File: config.mk
export PLATFORM = sky130hd
export DESIGN_NAME = int_vector_ctrl
export DESIGN_NICKNAME = d
export VERILOG_FILES = /design/src/rtl/int_vector_ctrl.sv
export SDC_FILE = /design/constraint.sdc
export NUM_CORES = 1
export LEC_CHECK = 0
export CORE_MARGIN = 5
export CORE_UTILIZATION = 30
export DETAILED_ROUTE_END_ITERATION = 10
export GPL_TIMING_DRIVEN = 0
export PLACE_DENSITY = 0.61
export SLEW_MARGIN = 20
export SYNTH_ARGS = -nofsm -noshare
export SYNTH_HDL_FRONTEND = slang
export SYNTH_SLANG_ARGS = --single-unit
File: constraint.sdc
create_clock -name clk -period 3.76 [get_ports clk]
set_input_delay 0.564 -clock clk [delete_from_list [all_inputs] [get_ports clk]]
set_output_delay 0.564 -clock clk [all_outputs]
set_load 0.1 [all_outputs]
File: src/rtl/int_vector_ctrl.sv
// Interrupt/vector controller: issues the boot vector after reset, then edge-detects IRQ lines,
// latches them as pending and dispatches the lowest-numbered enabled source one at a time.
module int_vector_ctrl #(
  parameter int unsigned N_SRC       = 8,
  parameter logic [31:0] RESET_ENTRY = 32'd128,
  parameter logic [31:0] VEC_BASE    = 32'h200,
  parameter logic [31:0] VEC_STRIDE  = 32'd16
) (
  input  logic             clk,
  input  logic             reset,
  input  logic [N_SRC-1:0] irq,
  input  logic             eret,
  input  logic             cfg_we,
  input  logic [1:0]       cfg_addr,
  input  logic [31:0]      cfg_wdata,
  output logic [31:0]      cfg_rdata,
  output logic             INT,
  output logic [31:0]      entryPoint,
  output logic             in_service,
  output logic [3:0]       active_id
);

  typedef enum logic [2:0] {StBoot, StBootFire, StIdle, StFire, StService} stateT;

  stateT            stateQ, stateD;
  logic             intQ, intD;
  logic [31:0]      entryQ, entryD;
  logic [N_SRC-1:0] pendingQ, pendingD;
  logic [N_SRC-1:0] maskQ, maskD;
  logic             enableQ, enableD;
  logic             inServiceQ, inServiceD;
  logic [3:0]       activeIdQ, activeIdD;
  logic [N_SRC-1:0] irqPrevQ;

  logic [N_SRC-1:0] rise;
  logic [N_SRC-1:0] candidates;
  logic [N_SRC-1:0] lowOneHot;
  logic [N_SRC-1:0] w1cClr;
  logic [N_SRC-1:0] dispatchClr;
  logic [3:0]       lowId;
  logic             unusedWdata;

  assign unusedWdata = ^cfg_wdata;
  assign rise        = irq & ~irqPrevQ;
  assign candidates  = pendingQ & maskQ;

  // Lowest set index wins: scan downwards so the last hit is the smallest.
  always_comb begin
    lowId     = '0;
    lowOneHot = '0;
    for (int i = N_SRC - 1; i >= 0; i--) begin
      if (candidates[i]) begin
        lowId        = 4'(i);
        lowOneHot    = '0;
        lowOneHot[i] = 1'b1;
      end
    end
  end

  always_comb begin
    maskD   = maskQ;
    enableD = enableQ;
    w1cClr  = '0;
    if (cfg_we) begin
      case (cfg_addr)
        2'd0:    maskD   = cfg_wdata[N_SRC-1:0];
        2'd1:    enableD = cfg_wdata[0];
        2'd2:    w1cClr  = cfg_wdata[N_SRC-1:0];
        default: ;
      endcase
    end
  end

  // Dispatch decisions use the registered mask/enable, so same-cycle writes land afterwards.
  always_comb begin
    stateD      = stateQ;
    intD        = 1'b0;
    entryD      = entryQ;
    inServiceD  = inServiceQ;
    activeIdD   = activeIdQ;
    dispatchClr = '0;
    case (stateQ)
      StBoot: begin
        intD   = 1'b1;
        entryD = RESET_ENTRY;
        stateD = StBootFire;
      end
      StBootFire: stateD = StIdle;
      StIdle: begin
        if (enableQ && (candidates != '0)) begin
          intD        = 1'b1;
          entryD      = VEC_BASE + 32'(lowId) * VEC_STRIDE;
          activeIdD   = lowId;
          dispatchClr = lowOneHot;
          stateD      = StFire;
        end
      end
      StFire: begin
        inServiceD = 1'b1;
        stateD     = StService;
      end
      StService: begin
        if (eret) begin
          inServiceD = 1'b0;
          stateD     = StIdle;
        end
      end
      default: stateD = StBoot;
    endcase
    // A fresh rise beats any clear of the same bit.
    pendingD = (pendingQ & ~(w1cClr | dispatchClr)) | rise;
  end

  always_ff @(posedge clk) begin
    if (reset) begin
      stateQ     <= StBoot;
      intQ       <= 1'b0;
      entryQ     <= RESET_ENTRY;
      pendingQ   <= '0;
      maskQ      <= '0;
      enableQ    <= 1'b0;
      inServiceQ <= 1'b0;
      activeIdQ  <= '0;
      irqPrevQ   <= '0;
    end else begin
      stateQ     <= stateD;
      intQ       <= intD;
      entryQ     <= entryD;
      pendingQ   <= pendingD;
      maskQ      <= maskD;
      enableQ    <= enableD;
      inServiceQ <= inServiceD;
      activeIdQ  <= activeIdD;
      irqPrevQ   <= irq;
    end
  end

  always_comb begin
    cfg_rdata = '0;
    case (cfg_addr)
      2'd0: cfg_rdata[N_SRC-1:0] = maskQ;
      2'd1: cfg_rdata[0]         = enableQ;
      2'd2: cfg_rdata[N_SRC-1:0] = pendingQ;
      2'd3: begin
        cfg_rdata[7:4] = activeIdQ;
        cfg_rdata[0]   = inServiceQ;
      end
      default: ;
    endcase
  end

  assign INT        = intQ;
  assign entryPoint = entryQ;
  assign in_service = inServiceQ;
  assign active_id  = activeIdQ;

endmodule
==> Slide: Implementation Results, run 1 <==
Flow Results at a Glance

Final timing
  – Period Utilization, post-route: 91.78%
  – Slew Limit Fails: 0
  – Fmax: roughly 0.29 GHz
  – Period minus WS final: about 3500 ps
  – Worst-margin pin slew: roughly 980 ps
  – Setup TNS: 0 ps
  – Slew headroom: around a third

Logic synthesis
  – Flops after synth: 38
  – EDFF count, synth: 0
  – Number of cells in Yosys stat: roughly 250

GRT
  – Initial antenna violation count: 0
  – Vias in the first global route: around 1700
  – First-pass GRT wire length: slightly above 8 mm

Pwr
  – Clock Power Share: between 20 and 25%
  – LEAKAGE: 1.281 nW
  – Pwr/cell area: just over 400 nW/µm²

Outcome
  – Status: completed

Cells and area
  – Final #Nets: just under 400
  – Filler cell count: around 690

Setup path
  – Crit path top cell by count: clkdlybuf4s50_1
  – Delay-heaviest family, CP: buffers and inverters

Run
  – Max_cap viols: 0

Clocking
  – Post-CTS Resized: 0
  – Clock root cell: clkbuf_8
  – Hold_buf cts: 0
  – Setup bufs post-CTS: 0

Route
  – DR pass1 iterations: 4

Worst hold path
  – Tightest Hold Check Type: flip-flop to flip-flop
-- run 1: synthesized netlist by cell type (all sizes together), types with 2 or more instances --
cell type  number  share of area [%]
a21oi          10                2.4
mux2i          11                5.2
clkbuf          6                1.1
nor3b           2                1.2
o21bai          2               0.71
a21o            2               0.71
nand2b          5                1.5
nand4           4                1.2
nand3b          6                2.1
nor3            4               0.94
a22o            4                1.6
o21ai           4               0.94
mux2            3                1.6
and2            4                1.2
nor2           22                3.9
a211oi          2               0.71
dfxtp          38                 36
buf            56                 19
o22ai           2               0.59
a22oi           2               0.71
inv            13                2.3
o2bb2ai         4                1.6
nand2          14                2.5
o21a            2               0.71
nor2b           8                2.4
-- run 1: area by class of cell --
class                   count  area [µm²]  area share [%]
plain buffers              62       432.9           14.97
clock buffers               7       76.32           2.638
multi-input cells         185        1074           37.11
well taps                  96       120.1           4.152
flip-flops and latches     38       760.7           26.30
inverters                  13       48.80           1.687
repair buffers             38       380.4           13.15
-- run 1: worst reg2reg max path: cells and delay by family, from the launching register on --
kind / cells / cell delay [ps]
AOI/OAI and AO/OA: 3 / 1160
DFF: 1 / 360
and+or+nand+nor: 1 / 310
-- run 1: power by group through the flow --
stage               sequential [mW]  clock, mW  combinational [mW]
finish                        0.445      0.260               0.459
global route                  0.448      0.289               0.479
CTS                           0.445      0.271               0.457
detailed placement            0.454          0               0.456
global placement              0.453          0               0.454
floorplan                     0.467          0               0.382
-- run 1: registers in the layout, summed over array words and instances, names as in the netlist --
name and cells:
in_service 1, entryPoint 5, stateQ 3, enableQ 1, INT 1, pendingQ 8, maskQ 8, active_id 3
irqPrevQ 8
-- run 1: final timing paths --
path,endpoint,from,cells after the start,slack (ps)
worst max-delay path,cfg_rdata[4],cfg_addr[1],5,310
worst min-delay path,pendingQ[2]$_SDFF_PP0_,irqPrevQ[2]$_SDFF_PP0_,1,430
worst max register to register,pendingQ[4]$_SDFF_PP0_,pendingQ[1]$_SDFF_PP0_,4,1820
worst min register to register,pendingQ[2]$_SDFF_PP0_,irqPrevQ[2]$_SDFF_PP0_,1,430
-- run 1: metrics by stage --
step           cells  area [µm²]  worst slack, ps  power (mW)  util [%]
2_1_floorplan    298        2316             1086      0.8487         -
3_3_place_gp     432        2816            333.6      0.9076     41.23
3_5_place_dp     432        2816            304.7      0.9104     41.23
4_1_cts          439        2893            304.6       1.173     42.34
5_1_grt          439        2893            228.0       1.216     42.34
6_report         439        2893            309.1       1.164     42.34
-- run 1: layer usage --
metal / vias to the layer above / global-route usage, % / wire [µm]
met5: - / 0 / 0
li1: 935 / - / -
met2: 69 / 18.03 / 2256
met1: 785 / 15.61 / 2427
met3: 4 / 3.285 / 407
met4: 0 / 3.971 / 42
-- run 1: logic make-up (layout without fill, tap and decap cells) --
kind of cell / after synthesis / after routing / share of synthesized area (%)
simple gates: 76 / 76 / 19.43
buf+inv: 75 / 120 / 22.67
compound gates: 42 / 42 / 14.07
flops: 38 / 38 / 35.81
mux: 15 / 15 / 7.833
other cells: 1 / 52 / 0.1765
**Run 1: power grid**

Scale: 4 px per µm. Pins as bars on the die edge.
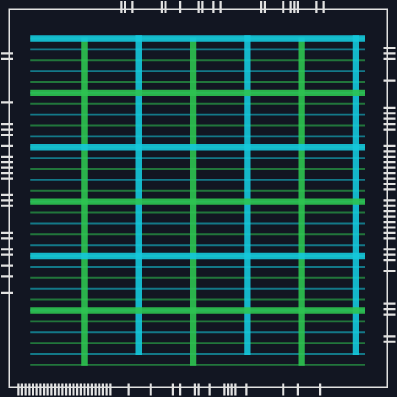
Cyan is VDD. Green is VSS.
116 signal pins sit on the boundary. 6 straps on met4.
Die Ht: 94.16 µm
maximum VDD drop: 0.1588 mV
core area: 6832 µm²
Die W: 94.16 µm

**Run 1: placed cells, one color a class**

Scale: 3 px per µm. Fill, decap, tap and diode cells in gray.
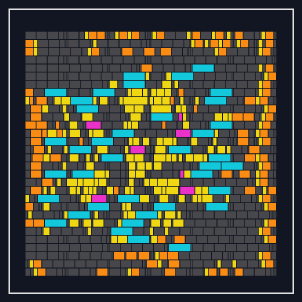
Yellow is combinational and other logic, cells 198. Cyan is sequential cells, cells 38. Magenta is clock drivers and dummy loads, cells 7. Orange is remaining buffers and delay cells, cells 100.

**Run 1: clock wires, drivers and flops**

Scale: 6 px per µm.
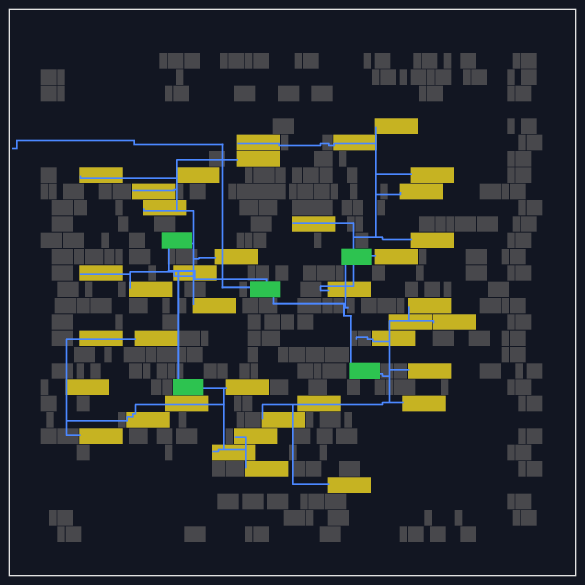
Blue is clock wires, length 505 µm. Green is clock drivers, count 5. Yellow is flip-flops, count 38.
There are 6 routed clock nets.
clk_lat worst skew: 290 ps
Max Clock Skew: 4.267 ps

**Run 1: wiring by layer**

Scale: 4 px per µm. Two of the layers only.
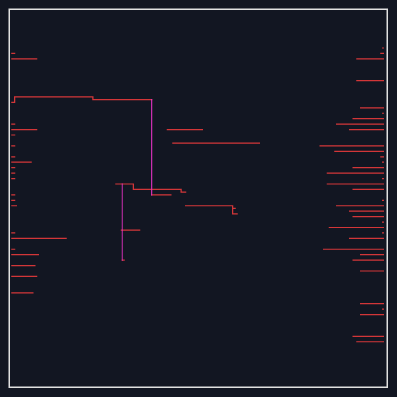
Red is metal 3, wire length 407 µm. Magenta is metal 4, wire length 42.8 µm.
DR WL/cell: 11.69 µm
via count: 1793
Total GRT Usage: 11.70%

--- run 2 (diff from run 1) ---
clock period = 4.15 ns   (was 3.76 ns; I/O delays follow)
**Run 2: cell placement**

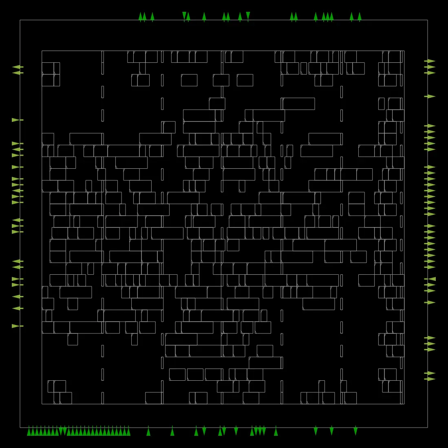
Layout Utilization: 42.34%
tapcell count: 96

==> Slide: Implementation Results, run 2 <==
Flow Results at a Glance

GRT
  – Vias in the first global route: 1677
  – First-pass GRT wire length: roughly 8.1 mm

Clocking
  – Clock root cell: clkbuf_8
  – Hold_buf cts: 0
  – Clk_lat worst skew: ~290 ps
  – Post-CTS Resized: 0

Logic synthesis
  – Most common cell in the netlist: buf_4
  – EDFF count, synth: 0
  – Number of cells in Yosys stat: approximately 250
  – Share of the synthesized area in the top cell type: 35.81%
  – Commonest cells in the netlist: buf_4, dfxtp_1, nor2_1, nand2_1, inv_1

Final timing
  – Period minus WS final: 3568 ps
  – Worst-margin pin slew: between 900 and 1000 ps
  – Max Clock Skew: approximately 4.3 ps
  – Slew Limit Fails: 0

Run
  – Max_cap viols: 0

Cells and area
  – Design area: roughly 2900 µm²
  – Final #Nets: approximately 390
  – Logic area: 1074 µm²

Placed design
  – Post-Place Worst Slack: 577.7 ps

Setup path
  – Worst reg-to-reg path cell count: 4
  – Crit path top cell by count: clkdlybuf4s50_1
  – Critical Path End: cfg_rdata[4]
  – R2r endpoint: pendingQ[4]$_SDFF_PP0_
  – R2R Path Start: pendingQ[1]$_SDFF_PP0_

Floorplanning
  – Die W: around 94 µm

Pwr
  – Pwr/cell area: 364.6 nW/µm²
  – LEAKAGE: 1.281 nW
  – Clock Power Share: between 20 and 25%

Outcome
  – Status: completed

Worst hold path
  – Tightest Hold Check Type: flip-flop to flip-flop
**Run 2: power grid**

Scale: 4 px per µm. Pins as bars on the die edge.
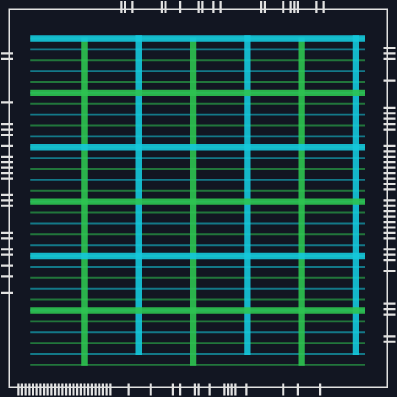
Cyan is VDD. Green is VSS.
6 straps on met5. The core has 30 rows. 116 signal pins sit on the boundary. 6 straps on met4. 31 met1 rails follow the rows.

==> run 2: cell counts after synthesis <==
Identical to the previous run, type by type.
==> run 2: cell families after synthesis <==
family,Yosys count,synth area share [%]
simple gates,76,19.43
buf+inv,75,22.67
compound gates,42,14.07
flops,38,35.81
mux,15,7.833
other cells,1,0.1765
==> run 2: per-stage QoR <==
step                      util (%)  std cells  power (mW)  hold WS [ps]
final                        42.34        439       1.055         430.2
after global routing         42.34        439       1.101         481.3
after CTS                    42.34        439       1.063         434.7
after detailed placement     41.23        432      0.8248         420.3
after global placement       41.23        432      0.8223         404.0
after floorplan                  -        298      0.7689         399.2
==> run 2: per-layer routing <==
| metal | vias to the layer above | global-route usage [%] | wire length [µm] | share of wire [%] |
|---|---|---|---|---|
| li1 | 935 | - | - | - |
| met1 | 785 | 15.61 | 2427 | 47 |
| met2 | 69 | 18.03 | 2256 | 44 |
| met3 | 4 | 3.285 | 407 | 7.9 |
| met4 | 0 | 3.971 | 42 | 0.82 |
| met5 | - | 0 | 0 | 0 |
==> run 2: area by class of cell <==
cell class	count	area share [%]
tap	96	4.152
multi-input combinational	185	37.11
inverter	13	1.687
timing repair buffer	38	13.15
clock buffer	7	2.638
buffer	62	14.97
sequential	38	26.30
==> run 2: power by group through the flow <==
| stage | logic (mW) | clock network, mW | registers, mW |
|---|---|---|---|
| 4_1_cts | 0.414 | 0.246 | 0.403 |
| 2_1_floorplan | 0.346 | 0 | 0.423 |
| 5_1_grt | 0.434 | 0.262 | 0.406 |
| 6_report | 0.415 | 0.236 | 0.403 |
| 3_3_place_gp | 0.412 | 0 | 0.411 |
| 3_5_place_dp | 0.413 | 0 | 0.411 |
==> run 2: worst min-delay path by stage <==
stage	from	slack (ps)	cells past startpoint	end
global route	irqPrevQ[2]$_SDFF_PP0_	480	1	pendingQ[2]$_SDFF_PP0_
detailed placement	irqPrevQ[2]$_SDFF_PP0_	420	1	pendingQ[2]$_SDFF_PP0_
finish	irqPrevQ[2]$_SDFF_PP0_	430	1	pendingQ[2]$_SDFF_PP0_
global placement	irqPrevQ[2]$_SDFF_PP0_	400	1	pendingQ[2]$_SDFF_PP0_
floorplan	irqPrevQ[2]$_SDFF_PP0_	400	1	pendingQ[2]$_SDFF_PP0_
CTS	irqPrevQ[2]$_SDFF_PP0_	430	1	pendingQ[2]$_SDFF_PP0_
==> run 2: critical path, delay by kind of cell <==
family          cells  cell delay [ps]
buf+inv             3             1750
simple gates        1              340
compound gates      1              230
Power and IR drop assume default switching activity.
